Fig. 1: run 1, cell placement
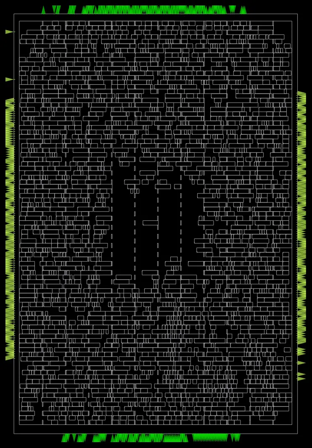
Fig. 2: run 1, layout detail
Scale bar: 10 µm. Region (72, 63) to (97, 88) µm. Cells in grey, sequential cells in the stronger grey; small squares are vias.
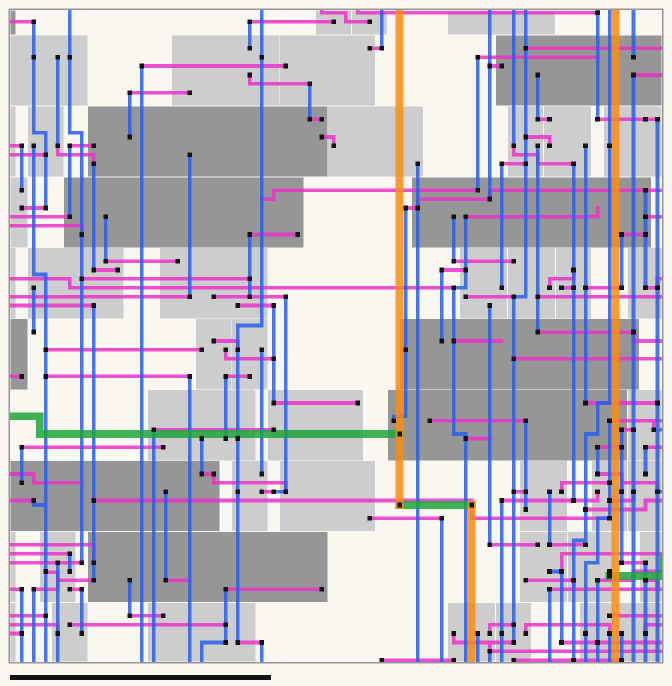
Fig. 3: run 1, wire density map
17 x 25 tiles, from black (low) to pale yellow (high), scaled to the fullest tile. Values are wire area over tile area, all layers added.
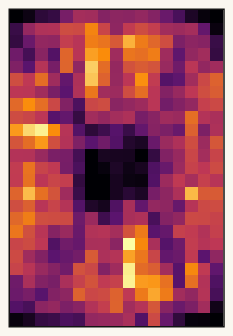
$ cat config.mk
export PLATFORM = sky130hd
export DESIGN_NAME = pipe_stage_elastic
export DESIGN_NICKNAME = d
export VERILOG_FILES = /design/src/rtl/pipe_stage_elastic.sv
export SDC_FILE = /design/constraint.sdc
export NUM_CORES = 1
export LEC_CHECK = 0
export CAP_MARGIN = 25
export CORE_ASPECT_RATIO = 1.5
export CORE_MARGIN = 3
export CORE_UTILIZATION = 46
export DETAILED_ROUTE_END_ITERATION = 8
export MAX_ROUTING_LAYER = met4
export PLACE_DENSITY_LB_ADDON = 0.15
export SLEW_MARGIN = 20
export SYNTH_ARGS = -nofsm -noshare
export SYNTH_HDL_FRONTEND = slang
export SYNTH_SLANG_ARGS = --single-unit
$ cat constraint.sdc
create_clock -name clk -period 11.95 [get_ports clk]
set_input_delay 1.195 -clock clk [delete_from_list [all_inputs] [get_ports clk]]
set_output_delay 1.195 -clock clk [all_outputs]
set_load 0.02 [all_outputs]
$ cat src/rtl/pipe_stage_elastic.sv
`default_nettype none
// ============================================================================
//  Module   : pipe_stage_elastic
//  Purpose  : Elastic inter-stage pipeline register. Carries a control bundle
//             and a payload across a valid/ready handshake using a 2-entry
//             skid buffer (main + skid slot). A flush turns every held entry
//             into a bubble with zeroed control bits. Saturating stall and
//             flush counters feed performance monitoring.
//  Ports    : clk, reset (async, active-high)
//             in_valid / in_ready / in_ctrl / in_data    upstream side
//             out_valid / out_ready / out_ctrl / out_data downstream side
//             flush                                      kill held entries
//             stall_cnt, flush_cnt                       perf counters
//  Revision : 1.0  initial release
// ============================================================================
module pipe_stage_elastic #(
    parameter int CTRL_W = 9,
    parameter int DATA_W = 185,
    parameter int CNT_W  = 16
) (
    input  logic              clk,
    input  logic              reset,
    input  logic              in_valid,
    output logic              in_ready,
    input  logic [CTRL_W-1:0] in_ctrl,
    input  logic [DATA_W-1:0] in_data,
    output logic              out_valid,
    input  logic              out_ready,
    output logic [CTRL_W-1:0] out_ctrl,
    output logic [DATA_W-1:0] out_data,
    input  logic              flush,
    output logic [CNT_W-1:0]  stall_cnt,
    output logic [CNT_W-1:0]  flush_cnt
);

    localparam logic [CNT_W-1:0] c_CNT_MAX = '1;
    localparam logic [CNT_W-1:0] c_CNT_ONE = {{(CNT_W-1){1'b0}}, 1'b1};

    typedef enum logic [1:0] {
        ST_EMPTY = 2'd0,
        ST_ONE   = 2'd1,
        ST_TWO   = 2'd2
    } state_t;

    state_t              r_state;
    state_t              w_state_nxt;

    logic [CTRL_W-1:0]   r_main_ctrl;
    logic [DATA_W-1:0]   r_main_data;
    logic [CTRL_W-1:0]   r_skid_ctrl;
    logic [DATA_W-1:0]   r_skid_data;
    logic [CTRL_W-1:0]   w_main_ctrl_nxt;
    logic [DATA_W-1:0]   w_main_data_nxt;
    logic [CTRL_W-1:0]   w_skid_ctrl_nxt;
    logic [DATA_W-1:0]   w_skid_data_nxt;

    logic [CNT_W-1:0]    r_stall_cnt;
    logic [CNT_W-1:0]    r_flush_cnt;

    logic                w_in_xfer;
    logic                w_out_xfer;
    logic                w_stall_inc;

    // in_ready depends on state only, so no combinational path runs from
    // out_ready back upstream; the skid slot absorbs the extra entry.
    assign in_ready   = (r_state != ST_TWO) & ~reset;
    assign out_valid  = (r_state != ST_EMPTY);
    assign w_in_xfer  = in_valid & in_ready;
    assign w_out_xfer = out_valid & out_ready;

    // Gate control with valid so a bubble never asserts write/branch bits.
    assign out_ctrl   = out_valid ? r_main_ctrl : '0;
    assign out_data   = r_main_data;

    assign w_stall_inc = out_valid & ~out_ready & ~flush;

    assign stall_cnt  = r_stall_cnt;
    assign flush_cnt  = r_flush_cnt;

    // ------------------------------------------------------------------
    // Next-state and slot update logic
    // ------------------------------------------------------------------
    always_comb begin
        w_state_nxt     = r_state;
        w_main_ctrl_nxt = r_main_ctrl;
        w_main_data_nxt = r_main_data;
        w_skid_ctrl_nxt = r_skid_ctrl;
        w_skid_data_nxt = r_skid_data;

        if (flush) begin
            // Held entries become bubbles; payload is left untouched so
            // out_data keeps its last value while empty.
            w_state_nxt     = ST_EMPTY;
            w_main_ctrl_nxt = '0;
            w_skid_ctrl_nxt = '0;
        end else begin
            unique case (r_state)
                ST_EMPTY: begin
                    if (w_in_xfer) begin
                        w_state_nxt     = ST_ONE;
                        w_main_ctrl_nxt = in_ctrl;
                        w_main_data_nxt = in_data;
                    end
                end
                ST_ONE: begin
                    if (w_in_xfer && w_out_xfer) begin
                        w_main_ctrl_nxt = in_ctrl;
                        w_main_data_nxt = in_data;
                    end else if (w_in_xfer) begin
                        w_state_nxt     = ST_TWO;
                        w_skid_ctrl_nxt = in_ctrl;
                        w_skid_data_nxt = in_data;
                    end else if (w_out_xfer) begin
                        w_state_nxt     = ST_EMPTY;
                    end
                end
                ST_TWO: begin
                    if (w_out_xfer) begin
                        w_state_nxt     = ST_ONE;
                        w_main_ctrl_nxt = r_skid_ctrl;
                        w_main_data_nxt = r_skid_data;
                    end
                end
                default: begin
                    w_state_nxt = ST_EMPTY;
                end
            endcase
        end
    end

    // ------------------------------------------------------------------
    // State and slot registers
    // ------------------------------------------------------------------
    always_ff @(posedge clk or posedge reset) begin
        if (reset) begin
            r_state     <= ST_EMPTY;
            r_main_ctrl <= '0;
            r_main_data <= '0;
            r_skid_ctrl <= '0;
            r_skid_data <= '0;
        end else begin
            r_state     <= w_state_nxt;
            r_main_ctrl <= w_main_ctrl_nxt;
            r_main_data <= w_main_data_nxt;
            r_skid_ctrl <= w_skid_ctrl_nxt;
            r_skid_data <= w_skid_data_nxt;
        end
    end

    // ------------------------------------------------------------------
    // Saturating performance counters
    // ------------------------------------------------------------------
    always_ff @(posedge clk or posedge reset) begin
        if (reset) begin
            r_stall_cnt <= '0;
            r_flush_cnt <= '0;
        end else begin
            if (w_stall_inc && (r_stall_cnt != c_CNT_MAX)) begin
                r_stall_cnt <= r_stall_cnt + c_CNT_ONE;
            end
            if (flush && (r_flush_cnt != c_CNT_MAX)) begin
                r_flush_cnt <= r_flush_cnt + c_CNT_ONE;
            end
        end
    end

endmodule
`default_nettype wire

==> results.cfg, run 1 <==
; yosys + openroad results
[clock_network]
postCtsSetupRepairBufs = 0
cts_buffer_depth = 3
cts_resized = 0
cts-buffers-inserted = 41
root_buffer = clkbuf_16

[routing]
starting_drc_count_in_detailed_routing = 955
route.detailed.wl_per_inst_um = 18.9
drt-pass1-iter-count = 6
antenna_violating_nets_post_route = 0

[flow_run]
drv_cap = 0
tool_warnings = 34

[floorplan]
initial_utilization_pct = 46.9
floorplan.io_pins = 427

[global_routing]
grt_first_pass_wirelength_mm = 75.6
globalRouteTotalUtil_pct = 22.8
largest_net_degree_at_the_start_of_global_routing = 196
initial_antenna_violation_count = 4

[logic_synthesis]
post_synth_main_logic_family = multiplexers
postSynthSeqShare_pct = 57.0
top_cells_by_area = dfrtp_1, mux2_2, nand2_1, mux2_1, clkbuf_1
mappedNetlistArea_um2 = 18500
synth.cellmix.simpleShare_pct = 14.9
mux_share_pct = 22.8
synth-warning-count = 0
xor_area_share_pct = 1.18
synth-edff-count = 0

[worst_setup_path]
slowest_delay_ns = 0.76
worst_setup_path_endpoint = out_data[21]
critPathTopFamily = buffers and inverters
timing.critical_path.from = reset
timing.critical_path.buf_inv = 3
r2r.worst_path.cells = 6
crit_chain = clkdlybuf4s50_1 > or3b_1 > a21o_1 > a21oi_4 > buf_4 > buf_4 > mux2_2
timing.critical_path.to_type = flop
timing.rr.start = r_state[1]

[placed_design]
placed_cells = 2496
globalplace.congestion = 0.870

[final_timing]
hold_viol_final = 0
relSlewSlack_pct = 25.1
grt_setup_unrepaired = false

[run_status]
status = complete, no violations

[power_and_ir_drop]
cellPowerDensity_nw_per_um2 = 172
About Fig. 1:
number of non-filler instances in the completed layout: 2570
cell row count: 89
flip-flop and latch share of the layout cell area: 43.0%
fill cell count: 3181

About Fig. 2:
| colour | layer |
|---|---|
| magenta | met1 |
| green | met3 |
| blue | met2 |
| orange | met4 |
most frequent: nand2_1 (12), dfrtp_1 (8)
cells with their middle in the window: 40
sequential cells in the window: 8
netlist names of flops here include: out_data (3), r_skid_ctrl (3)

About Fig. 3:
tiles over half the peak: 34%
nearly empty tiles: 2.8%
fullest tile: 0.45
emptiest ninth of the die: centre

## run 1: power breakdown
part | internal [mW] | switching [mW]
logic | 0.563 | 0.494
registers | 1.72 | 0.179
clock network | 0.744 | 0.530
total | 3.03 | 1.20
## run 1: cells by family after synthesis
| logic type | Yosys count |
|---|---|
| buf+inv | 100 |
| xor+xnor | 25 |
| fa+ha+maj | 2 |
| compound gates | 38 |
| mux | 376 |
| simple gates | 688 |
| flops | 422 |
## run 1: Yosys cell counts, types with 6 or more instances
master / number
nand3_1: 24
mux2_2: 269
inv_1: 6
nand4_1: 8
dfrtp_1: 422
a21oi_1: 15
mux2_1: 105
xnor2_1: 9
buf_4: 17
xor2_1: 16
clkbuf_1: 48
a311oi_1: 9
and2_1: 10
nand2_1: 600
nor3_1: 14
buf_2: 24
## run 1: per-stage QoR
step	utilization [%]	hold slack, ns	power, mW
3_5_place_dp	58.6	0.474	2.99
6_report	62.1	0.483	4.23
3_3_place_gp	58.6	0.466	2.95
5_1_grt	62.1	0.500	4.43
4_1_cts	61.9	0.487	4.29
2_1_floorplan	-	0.480	2.43
## run 1: sequential cells by signal, indices dropped and copies added, names as in the netlist
signal and flops:
r_skid_ctrl 9, r_state 2, out_data 185, r_main_ctrl 9, r_skid_data 185, stall_cnt 16
flush_cnt 16
## run 1: routing by layer
metal  part of all wire, %  GRT usage [%]  vias up
met1                    38           25.7     6548
li1                      -              -     6263
met4                   4.4           9.84        0
met2                    50           37.7      377
met5                     0              -        -
met3                   7.6           6.71      102
## run 1: final cells by class
class                   count  area, µm²  share of cell area [%]
multi-input cells        1129       7530                    30.7
repair buffers            441       4460                    18.2
well taps                 500        626                    2.55
diodes                      4       10.0                  0.0408
clock inverters             6       58.8                   0.240
clock buffers              62       1260                    5.13
flip-flops and latches    422      10600                    43.0
inverters                   6       26.3                   0.107
==> run 1 -> run 2 <==
CORE_UTILIZATION = 51   (was 46)
clock period = 3.9 ns   (was 11.95 ns; I/O delays follow)
Fig. 4: run 2, cell placement
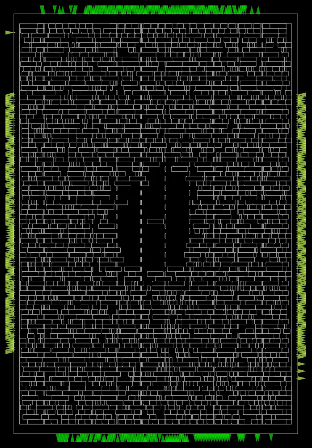
placeable core region: 35400 µm²
cell row count: 84

Fig. 5: run 2, routed clock nets over the placement
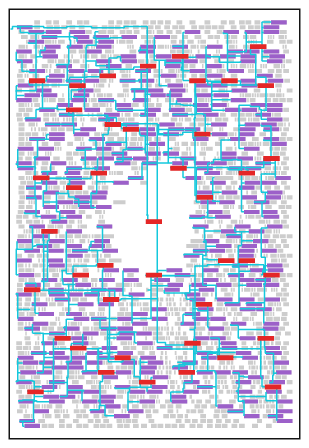
[purple] flip-flops | count: 422
[red] cells driving clock nets | count: 42
[cyan] clock wires | length: 4950 µm
routed clock nets: 43

==> results.cfg, run 2 <==
; yosys + openroad results
[worst_setup_path]
timing.critical_path.from = r_state[1]
timing.rr.start = r_state[1]
r2r.worst_path.cells = 6
timing.critical_path.buf_inv = 1
timing.critical_path.to_type = output pin
critPathTopFamily = simple AND/OR/NAND/NOR gates
slowest_delay_ns = 0.56
crit_chain = nor2b_4 > nor2_1 > clkdlybuf4s50_1

[final_timing]
grt_setup_unrepaired = false
relSlewSlack_pct = 28.1

[logic_synthesis]
top_cells_by_area = dfrtp_1, mux2_2, nand2_1, mux2_1, clkbuf_1
mappedNetlistArea_um2 = 18500
postSynthSeqShare_pct = 57.0
synth.most_common_cell = nand2_1
synth.cells.most_frequent = nand2_1, dfrtp_1, mux2_2, mux2_1, clkbuf_1
synth-edff-count = 0

[global_routing]
grt_first_pass_wirelength_mm = 75.0
met3_track_usage_gr_pct = 6.59
top_usage_layer = met2
initial_antenna_violation_count = 6
globalRouteTotalUtil_pct = 24.9
grt.met2_usage_pct = 42.3
global_route_met1_utilization_pct = 28.1

[floorplan]
floorplan.io_pins = 427
initial_utilization_pct = 52.3

[routing]
detailroute.wirelength.met3_mm = 3.40
route.detailed.wl_per_inst_um = 18.7
drt-pass1-iter-count = 5
antenna_violating_nets_post_route = 0
detail_route.wirelength.met1_mm = 18.1

[clock_network]
cts-buffers-inserted = 42
root_buffer = clkbuf_16
cts_resized = 0
cts_buffer_depth = 3

[power_and_ir_drop]
cellPowerDensity_nw_per_um2 = 533
clock_power_share_pct = 31.0
totalPowerFinal_mw = 13.2
clk_pwr_mw = 4.08
combPwrFrac_pct = 24.6
power_switching_mw = 3.74
top_power_group = registers
p_seq_mw = 5.83
power_switching_share_pct = 28.4
internal-power_mw = 9.42
comb_power_mw = 3.24

[placed_design]
placed_cells = 2476

[layout]
num-fill-cells = 2662
area_taken_by_flip_flops_and_latches_um2 = 10600

[flow_run]
tool_warnings = 36
drv_cap = 0

[run_status]
status = complete, no violations
[run 2: how the worst min path moves through the flow]
stage,start,endpoint,slack (ns)
6_report,reset,flush_cnt[6],0.43
5_1_grt,reset,flush_cnt[5],0.47
4_1_cts,reset,r_skid_data[148],0.42
3_5_place_dp,out_data[81],out_data[81],0.47
3_3_place_gp,out_data[134],out_data[134],0.47
2_1_floorplan,r_skid_data[107],r_skid_data[107],0.48
[run 2: metrics by stage]
stage | util [%] | TNS [ns] | setup slack [ns]
6_report | 69.7 | 0 | 1.27
5_1_grt | 69.7 | 0 | 1.16
3_5_place_dp | 65.6 | 0 | 0.952
3_3_place_gp | 65.6 | 0 | 0.966
2_1_floorplan | - | -921.43 | -2.18
4_1_cts | 69.6 | 0 | 1.22
[run 2: worst reg2reg max path, cell delays in order, from the launching register on]
cell and delay [ns]:
dfrtp_1 0.48, nor3b_1 0.23, buf_4 0.21, nand2_1 0.27, nor2_4 0.24, buf_12 0.42, mux2_2 0.56
[run 2: logic make-up (layout without fill, tap and decap cells)]
| family | Yosys count | after routing | synth area share, % |
|---|---|---|---|
| AND/OR/NAND/NOR | 688 | 688 | 14.9 |
| other | 0 | 7 | 0 |
| flip-flops | 422 | 422 | 57.0 |
| multiplexers | 376 | 376 | 22.8 |
| adder cells (fa/ha/maj) | 2 | 2 | 0.135 |
| AND-OR/OR-AND | 38 | 38 | 1.43 |
| XOR/XNOR | 25 | 25 | 1.18 |
| buffers and inverters | 100 | 529 | 2.54 |
[run 2: area by class of cell]
type | count | area share (%)
sequential | 422 | 42.8
multi-input combinational | 1129 | 30.5
timing repair buffer | 446 | 18.4
clock buffer | 65 | 5.23
tap | 473 | 2.40
clock inverter | 12 | 0.487
inverter | 6 | 0.106
antenna | 7 | 0.0710
==> run 2 -> run 3 <==
clock period = 2.7 ns   (was 3.9 ns; I/O delays follow)
Fig. 6: run 3, wire density map
16 x 24 tiles, from black (low) to pale yellow (high), scaled to the fullest tile. Values are wire area over tile area, all layers added.
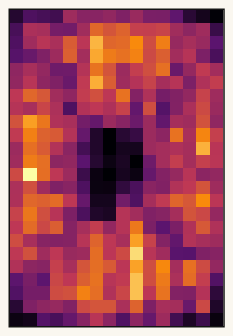
tiles over half the peak: 33%
emptiest ninth of the die: centre
fullest tile: 0.48
nearly empty tiles: 1.3%
mean over tiles: 0.21

Fig. 7: run 3, cell placement
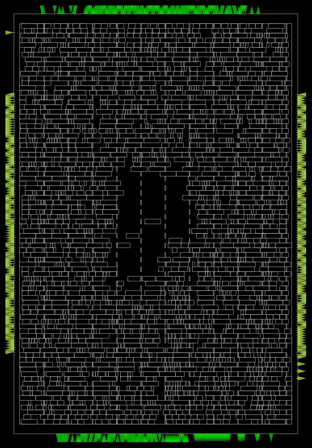
total number of sequential cells: 422
well-tap cell count: 473
core occupancy in the finished layout: 70.5%

==> results.cfg, run 3 <==
; yosys + openroad results
[flow_run]
tool_warnings = 29
drv_cap = 0

[power_and_ir_drop]
cellPowerDensity_nw_per_um2 = 751
totalPowerFinal_mw = 18.8

[clock_network]
cts_resized = 0
cts_buffer_depth = 3
postCtsSetupRepairBufs = 0
clock.latency.late_pin_ns = 0.53
cts-buffers-inserted = 41
root_buffer = clkbuf_16

[logic_synthesis]
synth.cellmix.simpleShare_pct = 14.9
synth.largest_area_cell = dfrtp_1
xor_area_share_pct = 1.18
mappedNetlistArea_um2 = 18500
synth.cells.most_frequent = nand2_1, dfrtp_1, mux2_2, mux2_1, clkbuf_1
mux_share_pct = 22.8
synth-edff-count = 0
post_synth_main_logic_family = multiplexers
top_cells_by_area = dfrtp_1, mux2_2, nand2_1, mux2_1, clkbuf_1
ys_cells = 1651
post_synth_fa_ha_maj_area_fraction_pct = 0.135
synth.most_common_cell = nand2_1
synthAoiAreaFrac_pct = 1.43
postSynthSeqShare_pct = 57.0

[global_routing]
globalRouteTotalUtil_pct = 25.5
grt.met2_usage_pct = 44.3
met3_track_usage_gr_pct = 6.78
global_route_met1_utilization_pct = 27.6
initial_antenna_violation_count = 6
grt_first_pass_wirelength_mm = 76.3
top_usage_layer = met2

[placed_design]
postPlaceCellArea_um2 = 23700
dp_slack_ns = 0.142
globalplace.congestion = 0.848
placed_cells = 2503

[layout]
num-fill-cells = 2606
area_taken_by_flip_flops_and_latches_um2 = 10600
fraction_of_final_layout_cells_with_drive_strength_greater_than_1_pct = 18.3
areaGrowthSynthToFinish_pct = 34.8
most_frequent_cells_in_the_layout = nand2_1, clkdlybuf4s50_1, dfrtp_1

[worst_setup_path]
critical_path_depth = 3
slowest_delay_ns = 0.56
critPathTopFamily = simple AND/OR/NAND/NOR gates
crit_chain = or2_2 > and2_1 > clkdlybuf4s50_1
timing.critical_path.buf_inv = 1
timing.critical_path.to_type = output pin
r2r.worst_path.cells = 6

[routing]
drt-pass1-iter-count = 5
antenna_violating_nets_post_route = 0
route.detailed.wl_per_inst_um = 18.8

[final_timing]
grt_setup_unrepaired = false
tns_ns = 0
fin_worst_skew_ns = 0.00964
setup_slack_ns = 0.228
timing.hold.ws_ns = 0.341
relSlewSlack_pct = 45.5
setup_viol_count_final = 0
fmaxAchievable_mhz = 404

[floorplan]
num_rows = 84
initial_utilization_pct = 52.3
core-area_um2 = 35400
floorplan.io_pins = 427

[run_status]
status = complete, no violations
[run 3: worst reg2reg max path, stage by stage, from the launching register on]
cell,delay [ns]
dfrtp_1,0.47
or3b_1,0.43
a21o_1,0.21
a21oi_4,0.21
buf_12,0.23
buf_12,0.23
mux2_1,0.35
[run 3: worst paths after layout]
check                               from          endpoint  slack [ns]
max                           r_state[0]       out_ctrl[6]        0.23
min                           in_ctrl[4]    r_skid_ctrl[4]        0.34
max reg2reg                   r_state[1]     out_data[126]        0.45
min reg2reg                out_data[116]     out_data[116]        0.48
max in group asynchronous          reset     out_data[132]        1.44
min in group asynchronous          reset  r_skid_data[167]        0.46
[run 3: area by class of cell]
class | count | share of cell area, %
repair buffers | 473 | 19.8
diodes | 6 | 0.0601
flip-flops and latches | 422 | 42.3
inverters | 6 | 0.105
well taps | 473 | 2.37
multi-input cells | 1129 | 30.1
clock inverters | 9 | 0.411
clock buffers | 59 | 4.82
[run 3: logic make-up (layout without fill, tap and decap cells)]
kind of cell,after synthesis,after routing
mux,376,376
simple gates,688,688
compound gates,38,38
flops,422,422
xor+xnor,25,25
other cells,0,6
buf+inv,100,547
fa+ha+maj,2,2
[run 3: where the power goes]
group          internal, mW  total (mW)  switching [mW]
registers              7.62        8.45           0.838
clock network          3.27        5.60            2.32
logic                  2.54        4.71            2.17
[run 3: layer usage]
layer  part of all wire, %  wire [µm]  vias to the layer above
met5                     0          0                        -
met1                    37      17700                     6794
met3                   7.1       3440                      102
li1                      -          -                     6322
met2                    52      25300                      427
met4                   4.1       2000                        0
Power is estimated from default activity; no workload was simulated.
